run_1/m1.png
Bar = 20 µm. Cells faint in the background.
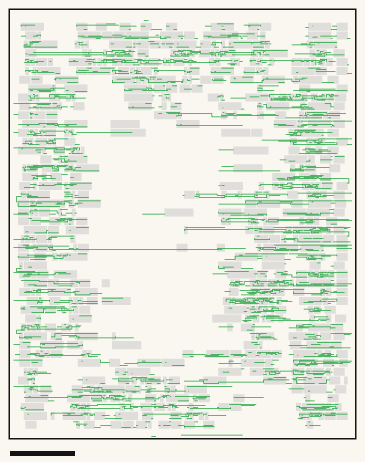
run_1/m2.png
Bar = 20 µm. Cells faint in the background.
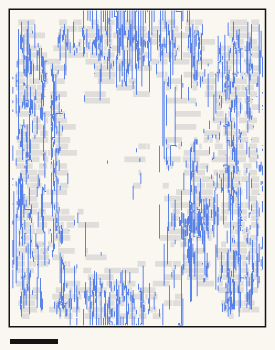
run_1/m3.png
Bar = 20 µm. Cells faint in the background.
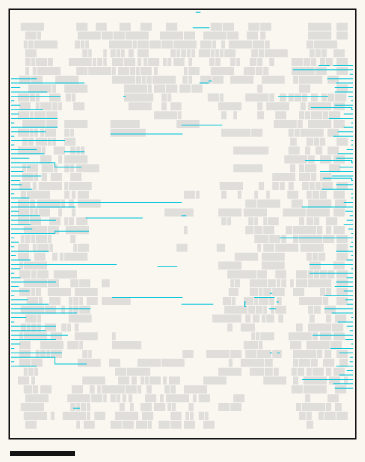
`src/rtl/apb_cfg_master.sv`:
```
// apb_cfg_master: APB3 initiator turning a valid/ready command stream into single
//   APB3 transfers, one valid/ready response per command, one transfer outstanding.
// Latency: accept -> SETUP -> ACCESS -> response; each PREADY=0 cycle adds one cycle.
// Backpressure: cmd_ready only in IDLE; response held stable until rsp_ready.
// Ports: cmd_* command in, rsp_* response out, busy, APB3 master signals P*.
// Optional build macro APB_TIMEOUT_EN: abort ACCESS after TIMEOUT_CYCLES wait cycles.
module apb_cfg_master #(
  parameter int ADDR_WIDTH     = 32,
  parameter int DATA_WIDTH     = 32,
  parameter int TIMEOUT_CYCLES = 256
) (
  input  logic                  clk,
  input  logic                  rst,
  input  logic                  cmd_valid,
  output logic                  cmd_ready,
  input  logic                  cmd_write,
  input  logic [ADDR_WIDTH-1:0] cmd_addr,
  input  logic [DATA_WIDTH-1:0] cmd_wdata,
  output logic                  rsp_valid,
  input  logic                  rsp_ready,
  output logic [DATA_WIDTH-1:0] rsp_rdata,
  output logic                  rsp_err,
  output logic                  rsp_timeout,
  output logic                  busy,
  output logic                  PSEL,
  output logic                  PENABLE,
  output logic                  PWRITE,
  output logic [ADDR_WIDTH-1:0] PADDR,
  output logic [DATA_WIDTH-1:0] PWDATA,
  input  logic [DATA_WIDTH-1:0] PRDATA,
  input  logic                  PREADY,
  input  logic                  PSLVERR
);

  typedef enum logic [1:0] {IDLE, SETUP, ACCESS, RESP} state_t;

  state_t                  state, state_d;
  logic                    psel_d, penable_d, pwrite_d;
  logic [ADDR_WIDTH-1:0]   paddr_d;
  logic [DATA_WIDTH-1:0]   pwdata_d;
  logic                    rsp_valid_d, rsp_err_d;
  logic [DATA_WIDTH-1:0]   rsp_rdata_d;

`ifdef APB_TIMEOUT_EN
  localparam int CNT_W = $clog2(TIMEOUT_CYCLES + 1);
  logic [CNT_W-1:0] wait_cnt, wait_cnt_d;
  logic             wait_limit;
  logic             rsp_timeout_q, rsp_timeout_d;

  // True on the wait cycle that would bring the count up to TIMEOUT_CYCLES.
  assign wait_limit  = (wait_cnt == CNT_W'(TIMEOUT_CYCLES - 1));
  assign rsp_timeout = rsp_timeout_q;
`else
  assign rsp_timeout = 1'b0;
`endif

  always_comb begin
    state_d     = state;
    psel_d      = PSEL;
    penable_d   = PENABLE;
    pwrite_d    = PWRITE;
    paddr_d     = PADDR;
    pwdata_d    = PWDATA;
    rsp_valid_d = rsp_valid;
    rsp_rdata_d = rsp_rdata;
    rsp_err_d   = rsp_err;
`ifdef APB_TIMEOUT_EN
    wait_cnt_d    = wait_cnt;
    rsp_timeout_d = rsp_timeout_q;
`endif
    case (state)
      IDLE: begin
        if (cmd_valid) begin
          if (cmd_addr[1:0] == 2'b00) begin
            state_d   = SETUP;
            psel_d    = 1'b1;
            penable_d = 1'b0;
            pwrite_d  = cmd_write;
            paddr_d   = cmd_addr;
            pwdata_d  = cmd_wdata;
          end else begin
            // Misaligned: answer with an error without touching the bus.
            state_d     = RESP;
            rsp_valid_d = 1'b1;
            rsp_rdata_d = '0;
            rsp_err_d   = 1'b1;
`ifdef APB_TIMEOUT_EN
            rsp_timeout_d = 1'b0;
`endif
          end
        end
      end
      SETUP: begin
        state_d   = ACCESS;
        penable_d = 1'b1;
`ifdef APB_TIMEOUT_EN
        wait_cnt_d = '0;
`endif
      end
      ACCESS: begin
        // PREADY takes priority over the timeout limit on the same cycle.
        if (PREADY) begin
          state_d     = RESP;
          psel_d      = 1'b0;
          penable_d   = 1'b0;
          rsp_valid_d = 1'b1;
          rsp_rdata_d = PWRITE ? '0 : PRDATA;
          rsp_err_d   = PSLVERR;
`ifdef APB_TIMEOUT_EN
          rsp_timeout_d = 1'b0;
        end else if (wait_limit) begin
          state_d       = RESP;
          psel_d        = 1'b0;
          penable_d     = 1'b0;
          rsp_valid_d   = 1'b1;
          rsp_rdata_d   = '0;
          rsp_err_d     = 1'b1;
          rsp_timeout_d = 1'b1;
        end else begin
          wait_cnt_d = wait_cnt + 1'b1;
`endif
        end
      end
      RESP: begin
        if (rsp_ready) begin
          state_d     = IDLE;
          rsp_valid_d = 1'b0;
        end
      end
      default: state_d = IDLE;
    endcase
  end

  always_ff @(posedge clk) begin
    if (rst) begin
      state     <= IDLE;
      cmd_ready <= 1'b1;
      busy      <= 1'b0;
      PSEL      <= 1'b0;
      PENABLE   <= 1'b0;
      PWRITE    <= 1'b0;
      PADDR     <= '0;
      PWDATA    <= '0;
      rsp_valid <= 1'b0;
      rsp_rdata <= '0;
      rsp_err   <= 1'b0;
`ifdef APB_TIMEOUT_EN
      wait_cnt      <= '0;
      rsp_timeout_q <= 1'b0;
`endif
    end else begin
      state     <= state_d;
      cmd_ready <= (state_d == IDLE);
      busy      <= (state_d != IDLE);
      PSEL      <= psel_d;
      PENABLE   <= penable_d;
      PWRITE    <= pwrite_d;
      PADDR     <= paddr_d;
      PWDATA    <= pwdata_d;
      rsp_valid <= rsp_valid_d;
      rsp_rdata <= rsp_rdata_d;
      rsp_err   <= rsp_err_d;
`ifdef APB_TIMEOUT_EN
      wait_cnt      <= wait_cnt_d;
      rsp_timeout_q <= rsp_timeout_d;
`endif
    end
  end

endmodule
```
`config.mk`:
```
export PLATFORM = sky130hd
export DESIGN_NAME = apb_cfg_master
export DESIGN_NICKNAME = d
export VERILOG_FILES = /design/src/rtl/apb_cfg_master.sv
export SDC_FILE = /design/constraint.sdc
export NUM_CORES = 1
export LEC_CHECK = 0
export ABC_CLOCK_PERIOD_IN_PS = 4600
export CORE_ASPECT_RATIO = 1.25
export CORE_MARGIN = 2
export CORE_UTILIZATION = 30
export DETAILED_ROUTE_END_ITERATION = 12
export PLACE_DENSITY = 0.74
export SYNTH_ARGS = -nofsm -noshare
export SYNTH_HDL_FRONTEND = slang
export SYNTH_SLANG_ARGS = --single-unit
```
`constraint.sdc`:
```
create_clock -name clk -period 4.6 [get_ports clk]
set_input_delay 0.69 -clock clk [delete_from_list [all_inputs] [get_ports clk]]
set_output_delay 0.69 -clock clk [all_outputs]
set_load 0.02 [all_outputs]
```
==> results.txt, run 1 <==
yosys + openroad results -> placed cells roughly 820, crit path launch type input port, most frequent CP cell o21ai_0, Worst VDD drop 0.161 mV, Worst-path clk slew 0.07 ns, status finished clean, # Taps ~170, critical path launch point cmd_valid, Worst Path Max Fanout 64, commonest cells after routing, fill and taps aside clkdlybuf4s50_1 (204), nand2_1 (128), dfxtp_1 (105), number of cell rows between 40 and 50, Tightest Pin Transition between 1 and 1.5 ns, die area 0.0140 mm², xor/xnor share 0, clk sinks between 100 and 150, Netlist cell types 32, Inverters excl. clock 4, WL met3 1090 µm, uppermost layer routed met5, Post-synth EDFFs 0, comb_multi_in 329, number of cells in Yosys stat 474, Ant. Diodes 1, most common logic cell in the routed design clkdlybuf4s50_1, Min-Delay Path Depth 2, Comb/total area 0.258, Num CTS Buffers 9, post-synth top area share 0.538, Post-synth top cells nand2_1 (128), dfxtp_1 (105), a21oi_1 (66), post-route clock period utilization 0.508, Clock group approximately 0.0008 W, Buf/Inv on CP 2, Synth Seq Share 0.538, Max stage delay on crit path 0.58 ns, clock skew 0.00924 ns, Post-DRT Antenna Nets 0, Hold WS 0.455 ns, R2R setup slack 2.33 ns, Net Sw Frac 0.265, top-count cell post-synth nand2_1, Clock Root Buffer clkbuf_16, Complex Gates by Area 0.154, Seq. pwr 0.000984 W, H-tree Lvls 3, Core ar. 0.0127 mm², Post-Route WL 11300 µm, Yosys Chip Area 0.00391 mm², DRT iter0 DRCs between 150 and 200, flop count 105, HP Class flip-flop to flip-flop, CTS tree done, IO Pins between 200 and 250, Setup CP Type input port to flip-flop, Top Family by Delay on Critical Path buffers and inverters, vias per inst 4.62, clk buf depth 2, R2R depth 7, sw power 0.000591 W, hold path endpoint PADDR[21], cell internal pwr 0.00164 W, DRT Pass-1 Iters 4, Mapped Area 0.00391 mm², met1 usage 0.191, Synth flops 105, CP max stage cell clkdlybuf4s50_1, Syn-to-layout area delta 63.0%, Post-CTS Setup Repair Bufs 0, Leakage Power ~2.2 nW, Synth area leader dfxtp_1, Slew HR 0.328, clk_buf instances 10, CP endpoint rsp_rdata[3], Seq area share 0.330, max-slew violation count 0, WP data required roughly 4.9 ns, max cap viols 0, fmax around 430 MHz, Main area contributors dfxtp_1 (54%), nand2_1 (12%), a21oi_1 (8.5%), nand2b_1 (5.3%), nand3_1 (4.2%), drc violations 0, Setup Total Neg Slack 0 ns, met2 usage 0.273, Mux area share 0.00256, final layout net count roughly 770, part of the power in registers 0.441, GRT Util Overall 0.163, Post-Synthesis Cells 474, global route hottest layer met2, largest power group registers, first-pass GRT wire length 18600 µm, grt total ovfl 0, FP Util 0.307, dpl hpwl 8050 µm, clock share of power 0.358, Late-Pin Clk Latency 0.34 ns, placer congestion estimate 0.739, Pwr Density 351 mW/mm², Die W 106 µm, Tmin final 2.34 ns, net count after synthesis 581, Hold Path Origin PADDR[21], Synth Warn # 0, Metal-1 WL 4530 µm, vias in the first global route slightly below 4000, Worst path depth 6, FA/HA/MAJ Cells, Area Fraction 0.0128, Synth Flop Type dfxtp_1, CP Capture Type flip-flop, mean post-synth cell area roughly 8.2 µm², Port-buffer cells approximately 210, Logic family by area simple AND/OR/NAND/NOR gates, Comb. pwr around 0.00045 W, hold buffer count at cts 0, largest class sequential cells, final hold vios 0, vias after detailed routing 3846
## Picture notes: m1.png
The longest straight run is 52.9 µm. The wires run mostly horizontal.

## Picture notes: m2.png
The longest straight run is 45.7 µm. The layer carries 5460 µm of wire. The layer holds 48% of the routed length. The wires run mostly vertical. 629 nets have wire on it.

## Picture notes: m3.png
The layer holds 9.6% of the routed length. The wires run mostly horizontal.

## run 1: cell families after synthesis
group | after synthesis
other cells | 1
fa+ha+maj | 4
flops | 105
simple gates | 213
buf+inv | 40
mux | 1
compound gates | 110
## run 1: through the flow
step | cell area (µm²) | util | power, W | worst slack, ns
after floorplan | 3910 | - | 0.00125 | 2.91
after global placement | 6060 | 0.476 | 0.00144 | 2.06
after detailed placement | 6060 | 0.476 | 0.00145 | 1.97
after CTS | 6370 | 0.501 | 0.00227 | 2.32
after global routing | 6370 | 0.501 | 0.00235 | 2.16
final | 6370 | 0.501 | 0.00223 | 2.26
## run 1: registers in the layout, summed over array words and instances, names as in the netlist
name and count:
rsp_valid 1, PADDR 32, rsp_rdata 32, PWRITE 1, cmd_ready 1, PENABLE 1, rsp_err 1, busy 1
PWDATA 32, state 2, PSEL 1
run_1/m4.png
Bar = 20 µm.
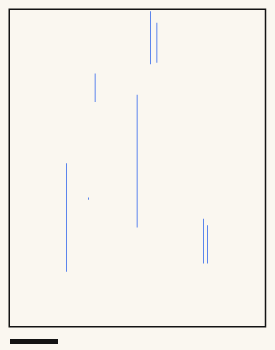

==> run 1 -> run 2 <==
--- a/config.mk
+++ b/config.mk
@@ -5,12 +5,12 @@
 export SDC_FILE = /design/constraint.sdc
 export NUM_CORES = 1
 export LEC_CHECK = 0
-export ABC_CLOCK_PERIOD_IN_PS = 4600
+export ABC_CLOCK_PERIOD_IN_PS = 1900
 export CORE_ASPECT_RATIO = 1.25
 export CORE_MARGIN = 2
 export CORE_UTILIZATION = 30
 export DETAILED_ROUTE_END_ITERATION = 12
-export PLACE_DENSITY = 0.74
+export PLACE_DENSITY = 0.76
 export SYNTH_ARGS = -nofsm -noshare
 export SYNTH_HDL_FRONTEND = slang
 export SYNTH_SLANG_ARGS = --single-unit
==> constraint.sdc (replaced) <==
create_clock -name clk -period 1.9 [get_ports clk]
set_input_delay 0.285 -clock clk [delete_from_list [all_inputs] [get_ports clk]]
set_output_delay 0.285 -clock clk [all_outputs]
set_load 0.02 [all_outputs]
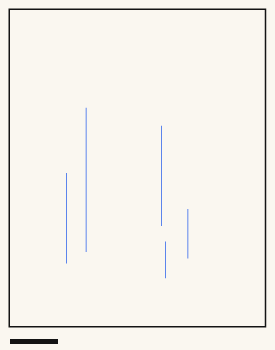
run_2/m4.png
Bar = 20 µm.
The longest straight run is 59.8 µm. The layer carries 174 µm of wire.

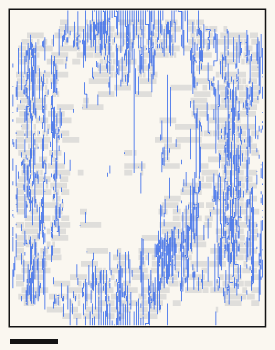
run_2/m2.png
Bar = 20 µm. Cells faint in the background.
The layer holds 49% of the routed length. The longest straight run is 51.7 µm.

==> run 2 against run 1 <==
First-iteration DRC count shrank 21%. Worst hold slack got worse by 0.18 ns. Utilization rose by 1.4 points. Critical endpoint is now rsp_rdata[17].
==> results.txt, run 2 <==
yosys + openroad results -> DRT Pass-1 Iters 4 (unchanged), Die W 106 µm (unchanged), DRT iter0 DRCs 151 (-21%), Regs by FF count PADDR (32), PWDATA (32), rsp_rdata (32), global route hottest layer met2, FP Util 0.307 (unchanged), GRT Util Overall 0.163 (about the same), vias after detailed routing 3932 (+2.2%), CP Capture Type flip-flop, Synth Flop Type dfxtp_1, comb_multi_in 329 (unchanged), status finished clean, Syn-to-layout area delta 67.5%, max-slew violation count 0 (unchanged), clk_buf instances 10 (unchanged), crit path launch type flip-flop, placed cells 825 (+1.1%), vias per inst 4.67 (+1.0%), clk buf depth 2 (unchanged), Port-buffer cells 205 (unchanged), net count after synthesis 581 (unchanged), Clock Root Buffer clkbuf_16, Synth Seq Share 0.538 (unchanged), Tmin final ~1.9 ns, WP data required 2.13 ns (-2.73 ns), largest class non-clock buffers, Logic family by area simple AND/OR/NAND/NOR gates, number of cells in Yosys stat 474 (unchanged), Leakage Power 2.25 nW (+3.8%), Post-DRT Antenna Nets 0 (unchanged), Setup CP Type flip-flop to flip-flop, CP max stage cell dfxtp_2, Metal-1 WL 5050 µm (+11%), Post-Synthesis Cells 474 (unchanged), Final WS setup 0.0330 ns (-2.23 ns), post-route clock period utilization 0.983, Pwr Total 0.00547 W (+150%), Worst Path Max Fanout 16 (-75%), Hold WS 0.272 ns (-0.183 ns), Inverters excl. clock 4 (unchanged), Comb/total area 0.253 (-0.00504), mean post-synth cell area 8.25 µm² (unchanged), post-route core utilization 0.515 (+0.0139), vias in the first global route 3906 (+0.31%), post-synth top area share 0.538 (unchanged), Mux area share 0.00256 (unchanged), Synth area leader dfxtp_1, most common logic cell in the routed design clkdlybuf4s50_1, Worst VDD drop 0.499 mV (+210%), CTS tree done, Worst-path clk slew 0.07 ns (about the same), met1 usage 0.194 (+0.00333), flop count 105 (unchanged), # Taps 168 (unchanged), commonest cells after routing, fill and taps aside clkdlybuf4s50_1 (204), nand2_1 (128), dfxtp_1 (104), Pwr Density 836 mW/mm² (+140%), HP Class input port to flip-flop, WL met3 891 µm (-18%), fmax 536 MHz, Main area contributors dfxtp_1 (54%), nand2_1 (12%), a21oi_1 (8.5%), nand2b_1 (5.3%), nand3_1 (4.2%), Post-Route WL 11900 µm (+5.5%), H-tree Lvls 3 (unchanged), Late-Pin Clk Latency 0.34 ns (about the same), final hold vios 0 (unchanged), Buf/Inv on CP 3 (+1), drc violations 0 (unchanged)
-- run 2: cell counts after synthesis --
No cell type changed its count.
-- run 2: path summary, 6_finish.rpt --
kind / from / end / slack, ns / depth (start not counted)
worst max-delay path: state[0] / rsp_rdata[17] / 0.03 / 8
worst min-delay path: rst / PADDR[29] / 0.27 / 2
worst max register to register: state[0] / rsp_rdata[17] / 0.03 / 8
worst min register to register: PADDR[22] / PADDR[22] / 0.45 / 2
-- run 2: timing repair --
action	4_1_cts	5_1_grt
buffers inserted	0	1
endpoints found under the setup margin	1	61
endpoints found under the hold margin	0	0
gates cloned	0	2
gates resized	1	5
pin swaps	0	1
-- run 2: where the power goes --
part	internal [W]	switching, W
Clock	0.00101	0.000789
Sequential	0.00232	0.0000711
Combinational	0.000644	0.000637
Total	0.00398	0.00150
run_2/m1.png
Bar = 20 µm. Cells faint in the background.
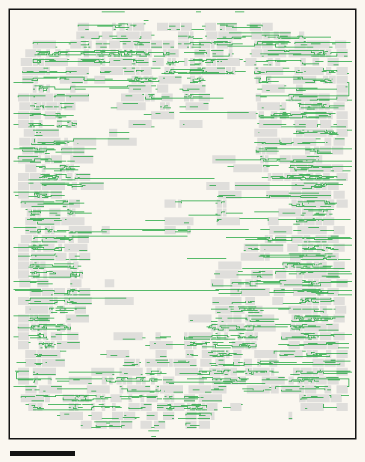

==> run 2 -> run 3 <==
--- a/config.mk
+++ b/config.mk
@@ -8,9 +8,9 @@
 export ABC_CLOCK_PERIOD_IN_PS = 1900
 export CORE_ASPECT_RATIO = 1.25
 export CORE_MARGIN = 2
-export CORE_UTILIZATION = 30
+export CORE_UTILIZATION = 35
 export DETAILED_ROUTE_END_ITERATION = 12
-export PLACE_DENSITY = 0.76
+export PLACE_DENSITY = 0.86
 export SYNTH_ARGS = -nofsm -noshare
 export SYNTH_HDL_FRONTEND = slang
 export SYNTH_SLANG_ARGS = --single-unit
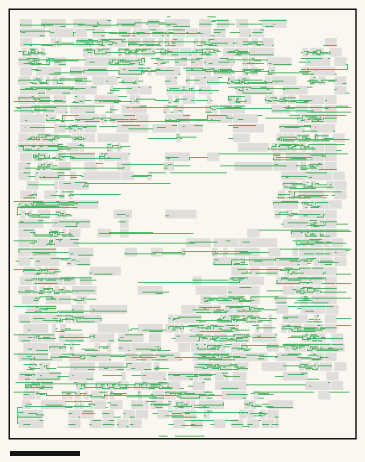
run_3/m1.png
Bar = 20 µm. Cells faint in the background.
672 nets have wire on it. The longest straight run is 36.8 µm. The layer carries 4870 µm of wire.

==> run 3 against run 2 <==
Via count is 0.64% higher. Maximum frequency grew 5.6%. Die area fell by 14%. Worst hold slack better by 0.12 ns. Area after synthesis stayed put. Setup slack better by 0.10 ns. Sequential share of layout area decreased by 0.26 points. Utilization is 8.7 points higher. First-iteration DRC count shrank 28%. Largest cell class unchanged.
==> results.txt, run 3 <==
yosys + openroad results -> Final WS setup 0.133 ns (+0.0997 ns), fillers 929, Post-Route WL 12000 µm (+1.1%), post-synth top area share 0.538 (unchanged), final layout net count 781, Clock Root Buffer clkbuf_16, Post-DRT Antenna Nets 0 (unchanged), fmax 566 MHz (+5.6%), part of the power in registers 0.408 (-0.028), mean post-synth cell area 8.25 µm² (unchanged), Worst VDD drop 0.479 mV (-4.0%), Comb/total area 0.252 (-0.00130), FP Util 0.356 (+0.0488), Synth area leader dfxtp_1, vias after detailed routing 3957 (+0.64%), status finished clean, Comb. pwr 0.00121 W (-5%), Post-synth EDFFs 0, cell internal pwr 0.00436 W (+9.7%), critical path cell sequence inv_1 -> ha_2 -> buf_6 -> nand2_2 -> nor3_4 -> buf_6 -> nand2_1 -> a21oi_1, Pwr Density 885 mW/mm² (+5.9%), Setup CP Type flip-flop to flip-flop, # Taps 135 (-20%), Port-buffer cells 205 (unchanged), Combinational Power Share 0.208 (-0.026), Post-CTS Setup Repair Bufs 0 (unchanged), Seq. pwr 0.00239 W (about the same), die height 122 µm, GRT Util Overall 0.185 (+0.0222), Inverters excl. clock 4 (unchanged), DRT Pass-1 Iters 6 (+2), Worst Path Max Fanout 32 (+16), Synth Flop Type dfxtp_1, Num CTS Buffers 9, net count after synthesis 581 (unchanged), Late-Pin Clk Latency 0.34 ns (about the same), H-tree Lvls 3 (unchanged), Leakage Power 2.30 nW (+2.4%), flop count 105 (unchanged), most common logic cell in the routed design clkdlybuf4s50_1, clock share of power 0.384 (+0.054), Clock-cell share 0.0555, Post-Synthesis Cells 474 (unchanged), grt total ovfl 0, critical path arrival ~2 ns, crit path launch type flip-flop, Pwr Total 0.00584 W (+6.7%), Post-synth top cells nand2_1 (128), dfxtp_1 (105), a21oi_1 (66), WP data required 2.16 ns (+0.03 ns), Syn-to-layout area delta 68.9%, number of cells in Yosys stat 474 (unchanged), CP max stage cell dfxtp_2, Net Sw Frac 0.253 (-0.0205), Comb area 0.00166 mm², Main area contributors dfxtp_1 (54%), nand2_1 (12%), a21oi_1 (8.5%), nand2b_1 (5.3%), nand3_1 (4.2%), final hold vios 0 (unchanged), DRT iter0 DRCs 109 (-28%), post_cts resized 0 (-1), clk_buf instances 10 (unchanged), Synth Seq Share 0.538 (unchanged), sw power 0.00148 W (-1.3%), Tmin final 1.77 ns (-0.0997 ns), HP Class input port to flip-flop, most frequent CP cell buf_6, CTS tree done, max cap viols 0, commonest cells after routing, fill and taps aside clkdlybuf4s50_1 (204), nand2_1 (127), dfxtp_1 (104), comb_multi_in 329 (unchanged), Die W 98.5 µm (-7.1%), Synth Warn # 0, Buf/Inv on CP 3 (unchanged), CP Capture Type flip-flop, vias per inst 4.87 (+4.2%), placed cells 792 (-4.0%), Worst-path clk slew 0.07 ns (about the same), Non-clk bufs between 200 and 250, post-route clock period utilization 0.930 (-0.0525), drc violations 0 (unchanged), vias in the first global route 3826 (-2.0%), Regs by FF count PADDR (32), PWDATA (32), rsp_rdata (32), max-slew violation count 0 (unchanged), clk buf depth 2 (unchanged), largest class non-clock buffers, Hold WS 0.395 ns (+0.124 ns), hold buffer count at cts 0, largest power group registers, Clock group 0.00224 W (+24%), Placement Setup Slack -0.0431 ns, Mapped Area 0.00391 mm²
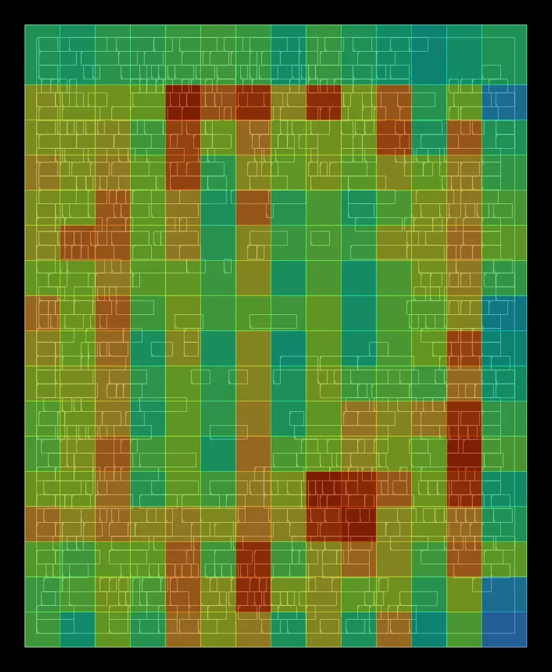
run_3/congestion_map.png
global route hottest layer: met2
post-route core utilization: 0.601

run 3: final timing paths:
check,from,to,slack (ns),cells past startpoint
setup / recovery,state[1],PADDR[26],0.13,8
hold / removal,rst,PWDATA[21],0.40,2
setup reg to reg,state[1],PADDR[26],0.13,8
hold reg to reg,PWDATA[0],PWDATA[0],0.46,2
run 3: routing by layer:
layer  vias to the layer above  wire, µm  global-route usage  share of wire
met3                        16      1040              0.0608          0.086
met1                      1814      4870               0.217           0.40
li1                       1963         -                   -              -
met2                       164      5910               0.316           0.49
met5                         -         0                   0              0
met4                         0       209              0.0659          0.017
run 3: cells by family after synthesis:
kind of cell	after synthesis	synth area share
other cells	1	0.000959
compound gates	110	0.154
buf+inv	40	0.0477
simple gates	213	0.245
fa+ha+maj	4	0.0128
flops	105	0.538
mux	1	0.00256
Power figures rest on the tool's default switching activity, not on a simulated workload.
